==> config.mk <==
export PLATFORM = sky130hd
export DESIGN_NAME = regfile_wb_arbiter_flat
export DESIGN_NICKNAME = d
export VERILOG_FILES = /design/src/rtl/regfile_wb_arbiter_if.sv /design/src/rtl/regfile_wb_arbiter.sv /design/src/flat_wrapper.sv
export SDC_FILE = /design/constraint.sdc
export NUM_CORES = 1
export LEC_CHECK = 0
export CAP_MARGIN = 20
export CORE_MARGIN = 4
export CORE_UTILIZATION = 50
export CTS_BUF_LIST = sky130_fd_sc_hd__clkbuf_4 sky130_fd_sc_hd__clkbuf_8
export DETAILED_ROUTE_END_ITERATION = 8
export PLACE_DENSITY = 0.89
export REMOVE_ABC_BUFFERS = 1
export SYNTH_ARGS = -nofsm -noshare
export SYNTH_HDL_FRONTEND = slang
export SYNTH_SLANG_ARGS = --single-unit
==> constraint.sdc <==
create_clock -name clk -period 4.1 [get_ports clk]
set_input_delay 0.615 -clock clk [delete_from_list [all_inputs] [get_ports clk]]
set_output_delay 0.615 -clock clk [all_outputs]
set_load 0.005 [all_outputs]
met1.png
Drawn at 4 px/µm. Supply wires on this layer in grey. Cells faint in the background.
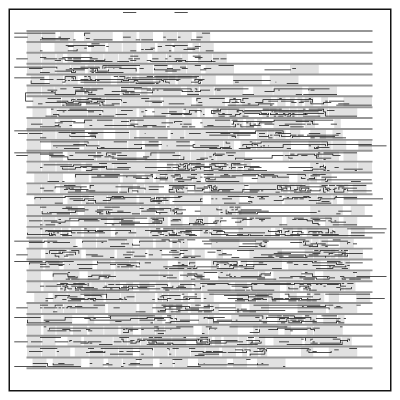
longest straight run: 32.7 µm
share of all routed wire: 36%
main direction: horizontal
nets with wire on the layer: 549
wire length on this layer: 4,470 µm
total vias in the final route: 3,908
GR Util met1: 30.5%
Final Routed Wirelength: 12.5 mm

density.png
Drawn at 4 px/µm. 10 x 10 tiles, from dark blue (low) to red (high), 0 to 100% covered.
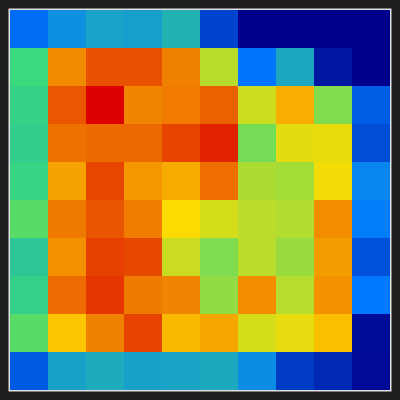
emptiest ninth of the die: north-east
nearly empty tiles: 5.0%
fullest tile: 100%
tiles over 75% full: 40%
mean over tiles: 59%
floorplan-stage core utilization: 51.9%
final core area utilization: 74.5%

cell_classes.png
Drawn at 4 px/µm.
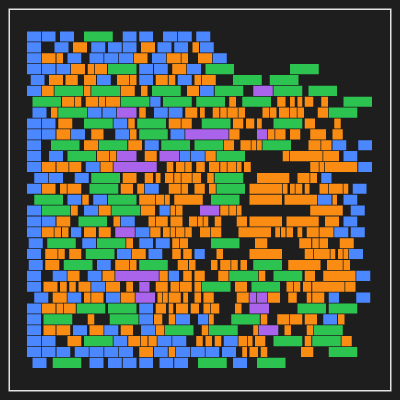
legend:
  flip-flops:
    colour: green
    cells: 70
  other buffers and delay cells:
    colour: blue
    cells: 145
  all other logic:
    colour: orange
    cells: 297
  clock drivers and dummy loads:
    colour: purple
    cells: 16
flop share of the area: 25.8%
Final Cell Area: 5430 µm²

final_placement.png
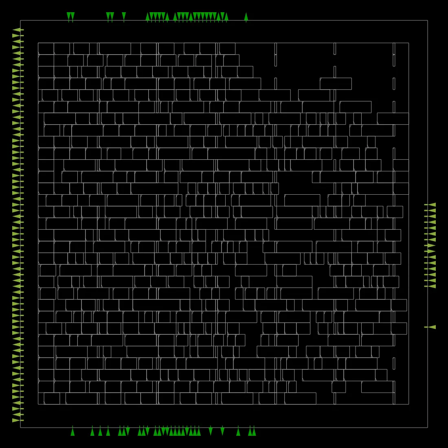
number of rows in the core area: 31
Cell Count, Final, Fillers Out: 627
# fillers: 526
Core Region: 7290 µm²
number of sequential cells in the layout: 70

==> summary.txt <==
Flow results.

- The run finished with clean final reports.
- The floorplan step set the die width to 95.0 µm.
- In this run, distinct cell masters in the synthesized netlist total 47.
- The met3 track demand over resource in global routing is 12.2%.
- Signal routing reaches up to met4.
- The largest individual stage delay along the critical path comes from the cell sky130_fd_sc_hd__clkdlybuf4s50_1.
- The maximum clock frequency is 0.288 GHz.
- Of the cells placed in the final design, the portion with a size suffix greater than 1 is 9.28%.
- The number of detailed-routing iterations run before antenna repair is 4.
- The H-tree was split into 3 levels.
- The net switching power figure is 0.000458 W.
- The sum of overflow across all layers after global routing is 0.
- The detailed router put a total of roughly 4.5 mm of wire on met1.
- The critical path goes through clkdlybuf4s50_1 -> mux4_2 -> nor2b_1 -> a2111o_1 -> nand3_1 -> a221o_1 -> clkdlybuf4s50_1.
- Multi-input combinational cells in the finished layout were counted as 286.
- The total die size is 9030 µm².
- The instance tally after logic synthesis is a little under 400.
- Setup slack on the worst path after placement came out at 619 ps.
- The power per cell area is between 300 and 400 nW/µm².
- The internal power consumption is roughly 0.0014 W.
- The repair_antennas step left the layout with diodes totalling 0.
- On the worst setup and hold paths after CTS, the clock-pin slew comes to 70 ps.
- For this run, the total global-route usage over all layers was measured as 28.7%.
- Counting flops with an async set or reset pin after synthesis yields a share of 0%.
- The worst-case clock buffer depth is 2.
- The first global-routing pass estimated 20.0 mm of wire.
- The final setup violation count is 0.
- The clock sink count is 70.
- The count of nets after finishing is 617.
- The stage logs contain a warning count of 25.
- Of the total synthesized cell area, the portion taken by AND, OR, NAND and NOR gates is 14.4%.
- The worst ir drop on vdd is 0.210 mV.
- The post-synthesis cell count from yosys is 397.
- The number of clock buffers added by TritonCTS is 9.
- Including well taps, the total number of placed cells is around 600.
- After legalization and detailed placement, the total HPWL measured about 9.3 mm.
- Max fanout on the critical path was recorded as 8.
- Yosys printed 0 warnings.
- The most congested layer reported by global routing is met2.
Power and IR drop assume default switching activity.
